**src/rtl/mux_arb_pkg.sv**
```systemverilog
// Shared types and helpers for the round-robin mux arbiter.
// Latency: n/a (declarations and a combinational search function only).
// Backpressure: n/a.
package mux_arb_pkg;

    // Arbiter owns the mux (OWN) or is waiting to pick a new owner (IDLE).
    typedef enum logic {
        IDLE = 1'b0,
        OWN  = 1'b1
    } arb_state_t;

    // Widest request vector the search helper handles; arbiters keep N <= MAXN.
    localparam int unsigned MAXN = 64;

    // Index of the first set bit of vec[n-1:0], scanning upward from start
    // and wrapping n-1 -> 0. Returns 0 when nothing is set; callers only use
    // the result when the vector is non-zero.
    function automatic int unsigned first_set_from(
        input logic [MAXN-1:0] vec,
        input int unsigned     start,
        input int unsigned     n
    );
        int unsigned idx;
        logic        found;
        first_set_from = 0;
        found          = 1'b0;
        for (int unsigned k = 0; k < MAXN; k++) begin
            if (k < n && !found) begin
                idx = start + k;
                // explicit wrap so non-power-of-two n is handled correctly
                if (idx >= n) begin
                    idx = idx - n;
                end
                if (vec[idx[5:0]]) begin
                    found          = 1'b1;
                    first_set_from = idx;
                end
            end
        end
    endfunction

endpackage

```
**src/rtl/muxN.sv**
```systemverilog
// N-to-1 single-bit data mux with an output enable.
// Latency: 0 cycles (purely combinational).
// Backpressure: none; output forced to 0 while en is low.
module muxN #(
    parameter int N  = 8,
    parameter int SW = $clog2(N)
) (
    input  logic [N-1:0]  x,
    input  logic [SW-1:0] sel,
    input  logic          en,
    output logic          y
);

    // Select x[sel] when enabled; out-of-range selects read as 0.
    always_comb begin
        y = 1'b0;
        for (int i = 0; i < N; i++) begin
            if (en && sel == SW'(i)) begin
                y = x[i];
            end
        end
    end

endmodule

```
**src/rtl/mux_rr_arbiter.sv**
```systemverilog
// Round-robin owner of a shared N-to-1 mux: one-hot registered grant, select and busy.
// Latency: 1 cycle request-to-grant, 1 cycle release-to-idle, 0 cycles on data (x -> y).
// Backpressure: grant held until done, withdraw or MAX_HOLD cycles; one idle bubble between owners.
module mux_rr_arbiter
    import mux_arb_pkg::*;
#(
    parameter int N        = 8,
    parameter int MAX_HOLD = 16
) (
    input  logic                 clk,
    input  logic                 reset,
    input  logic [N-1:0]         req,
    input  logic                 done,
    input  logic [N-1:0]         x,
    output logic [N-1:0]         gnt,
    output logic [$clog2(N)-1:0] sel,
    output logic                 busy,
    output logic                 y
);

    localparam int SW = $clog2(N);
    localparam int HW = $clog2(MAX_HOLD + 1);

    arb_state_t    state;
    logic [SW-1:0] ptr;
    logic [HW-1:0] hold;

    logic [SW-1:0] win;
    logic [SW-1:0] win_next_ptr;
    logic [N-1:0]  win_onehot;
    logic          release_now;

    // Winner of the wrapped search starting at ptr, plus its one-hot grant
    // and the pointer value that makes it lowest priority next time.
    always_comb begin
        win          = SW'(first_set_from(MAXN'(req), 32'(ptr), N));
        win_next_ptr = (win == SW'(N - 1)) ? '0 : win + 1'b1;
        win_onehot   = '0;
        win_onehot[win] = 1'b1;
    end

    // Any one of these ends the current grant; coincident causes act once.
    always_comb begin
        release_now = done || !req[sel] || (hold == HW'(MAX_HOLD - 1));
    end

    // Arbitration FSM: all outputs registered; sel keeps its value after release.
    always_ff @(posedge clk) begin
        if (reset) begin
            state <= IDLE;
            ptr   <= '0;
            sel   <= '0;
            gnt   <= '0;
            busy  <= 1'b0;
            hold  <= '0;
        end else begin
            case (state)
                IDLE: begin
                    if (|req) begin
                        state <= OWN;
                        gnt   <= win_onehot;
                        sel   <= win;
                        busy  <= 1'b1;
                        hold  <= '0;
                        ptr   <= win_next_ptr;
                    end
                end
                OWN: begin
                    hold <= hold + 1'b1;
                    if (release_now) begin
                        state <= IDLE;
                        gnt   <= '0;
                        busy  <= 1'b0;
                    end
                end
                default: begin
                    state <= IDLE;
                    gnt   <= '0;
                    busy  <= 1'b0;
                end
            endcase
        end
    end

    muxN #(
        .N  (N),
        .SW (SW)
    ) u_mux (
        .x   (x),
        .sel (sel),
        .en  (busy),
        .y   (y)
    );

endmodule

```
**config.mk**
```make
export PLATFORM = sky130hd
export DESIGN_NAME = mux_rr_arbiter
export DESIGN_NICKNAME = d
export VERILOG_FILES = /design/src/rtl/mux_arb_pkg.sv /design/src/rtl/muxN.sv /design/src/rtl/mux_rr_arbiter.sv
export SDC_FILE = /design/constraint.sdc
export NUM_CORES = 1
export LEC_CHECK = 0
export ABC_CLOCK_PERIOD_IN_PS = 8300
export CAP_MARGIN = 20
export CORE_MARGIN = 4
export CORE_UTILIZATION = 52
export DETAILED_ROUTE_END_ITERATION = 8
export PLACE_DENSITY = 0.78
export SLEW_MARGIN = 40
export SYNTH_ARGS = -nofsm -noshare
export SYNTH_HDL_FRONTEND = slang
export SYNTH_SLANG_ARGS = --single-unit
```
**constraint.sdc**
```tcl
create_clock -name clk -period 8.3 [get_ports clk]
set_clock_uncertainty 0.15 [all_clocks]
set_input_delay 1.66 -clock clk [delete_from_list [all_inputs] [get_ports clk]]
set_output_delay 1.66 -clock clk [all_outputs]
set_load 0.02 [all_outputs]
```
==> results_slide.txt <==
Key Metrics from the Run

Logic synthesis
  • Share of synthesized cell area in and, or, nand and nor gates: 0.216
  • MUX share of area: 0.270
  • Dominant register cell in the synthesized netlist: dfxtp_1
  • Chip area from the yosys synthesis statistics: 1950 um^2
  • Async S/R FF share, synth: 0
  • Compound-cell area share of the yosys netlist: 0.161
  • Synth Seq Share: 0.216
  • Number of cells in Yosys stat: 213

Timing
  • Slew at the pin closest to its max-slew limit: 0.743 ns
  • Part of the cycle the worst path needs: 0.618
  • Final-report setup violation count: 0
  • Final number of hold-violating endpoints: 0
  • Accumulated negative setup slack: 0 ns

Route
  • Post-detailed-route DRC marker count: 0
  • Via density per instance: 6.25
  • Mean routed wirelength per cell: 15.9 um
  • DRT Wirelength: 4480 um
  • Vias post-DR: 1,756
  • Number of routed nets with antenna violations: 0

GRT
  • Via count of the first global-routing pass: 1,641

Cells and area
  • Largest contributor to cell area by class: logic gates
  • Area growth from synthesis to layout: 18.0%
  • Count of flip-flops and latches: 21
  • Layout inverter count without the clock tree: 10

Die
  • Core Region: 3470 um^2
  • Total Die Area: 4790 um^2

Clock tree
  • Post-CTS Repair Setup Buffers: 0
  • CTS root buffer: clkbuf_8
  • Clock transition at path regs: 0.07 ns

Power and ir drop
  • Power density relative to cell area: 318 nW/um^2
  • Leak pwr: 0.856 nW
  • Combinational group share of total power: 0.688
  • Maximum ir drop on the vdd rail: 0.155 mV
  • Internal power consumption: 0.398 mW
  • P_sw: 0.333 mW

Setup path
  • Maximum fanout encountered on the critical timing path: 10
  • Capturing element type of the critical path: flip-flop
  • Data arrival, critical path: 5.14 ns

Run
  • Log Warnings: 30
  • MaxCap Viol Count: 0

Status
  • Result of the run: finished clean
==> cell usage after synthesis (2+ instances only) <==
cell / count
nand2_1: 20
mux2i_1: 4
o21ai_0: 4
and3_1: 3
a22oi_1: 5
a21oi_1: 19
buf_2: 3
xor2_1: 2
nor2_1: 13
nor3_1: 5
inv_1: 8
mux4_1: 2
a22o_1: 2
a31oi_1: 2
nor4_1: 2
nand4b_1: 2
nor4_2: 2
o21ai_2: 2
nor2b_1: 5
clkbuf_1: 7
mux2_2: 8
dfxtp_1: 21
or3_1: 2
buf_6: 2
nand2b_1: 3
a211oi_1: 2
mux4_2: 14
nand3_1: 5
nand4_1: 3
ha_1: 11
nor3b_1: 2
==> flip-flops by register name (all words and copies together) (netlist names) <==
name / cells
hold: 5
ptr: 3
busy: 1
gnt: 8
state: 1
sel: 3
==> metrics by stage <==
| step | hold WS [ns] | util | setup slack, ns |
|---|---|---|---|
| 5_1_grt | 0.338 | 0.663 | 2.88 |
| 3_3_place_gp | 0.297 | 0.649 | 3.04 |
| 3_5_place_dp | 0.301 | 0.649 | 2.91 |
| 2_1_floorplan | 0.293 | - | 3.76 |
| 4_1_cts | 0.317 | 0.662 | 3.18 |
| 6_report | 0.310 | 0.663 | 3.17 |
==> metal layers <==
metal / vias to the layer above / global-route usage / share of wire
li1: 860 / - / -
met1: 843 / 0.262 / 0.45
met2: 47 / 0.323 / 0.50
met3: 6 / 0.0217 / 0.034
met4: 0 / 0.0456 / 0.0094
met5: - / 0 / 0
==> final timing paths <==
path	from	end	slack, ns	cells past startpoint
worst min-delay path	gnt[2]	gnt[2]	0.31	2
worst max-delay path	req[6]	ptr[1]	3.17	12
worst min register to register	gnt[2]	gnt[2]	0.31	2
worst max register to register	ptr[1]	ptr[1]	3.61	14
### Clock distribution

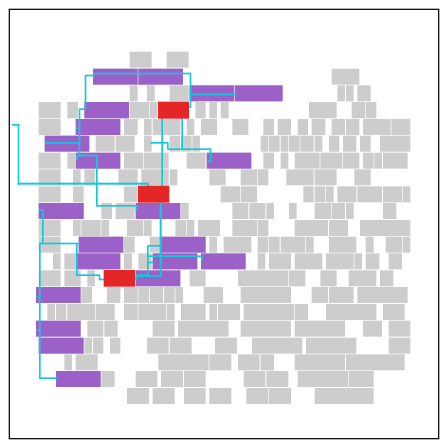
purple -> flip-flops  # count 21
cyan -> clock wires  # length 236 um
red -> clock drivers  # count 3
routed clock nets = 4
Worst-Skew Late Latency: 0.26 ns
portion of total power attributed to the clock network: 0.089
P_clk: 0.0648 mW

### Wire density map

The die is cut into 14 by 14 equal tiles; black is low, pale yellow is high, scaled to the fullest tile. Values are wire area over tile area, all layers added.
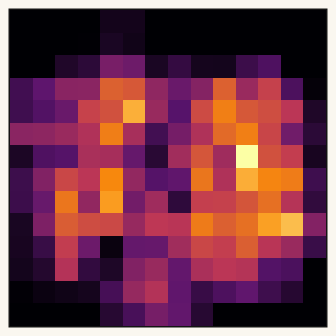
nearly empty tiles = 21%
mean over tiles = 0.15
densest ninth of the die = middle right
fullest tile = 0.50

Power and IR drop assume default switching activity.
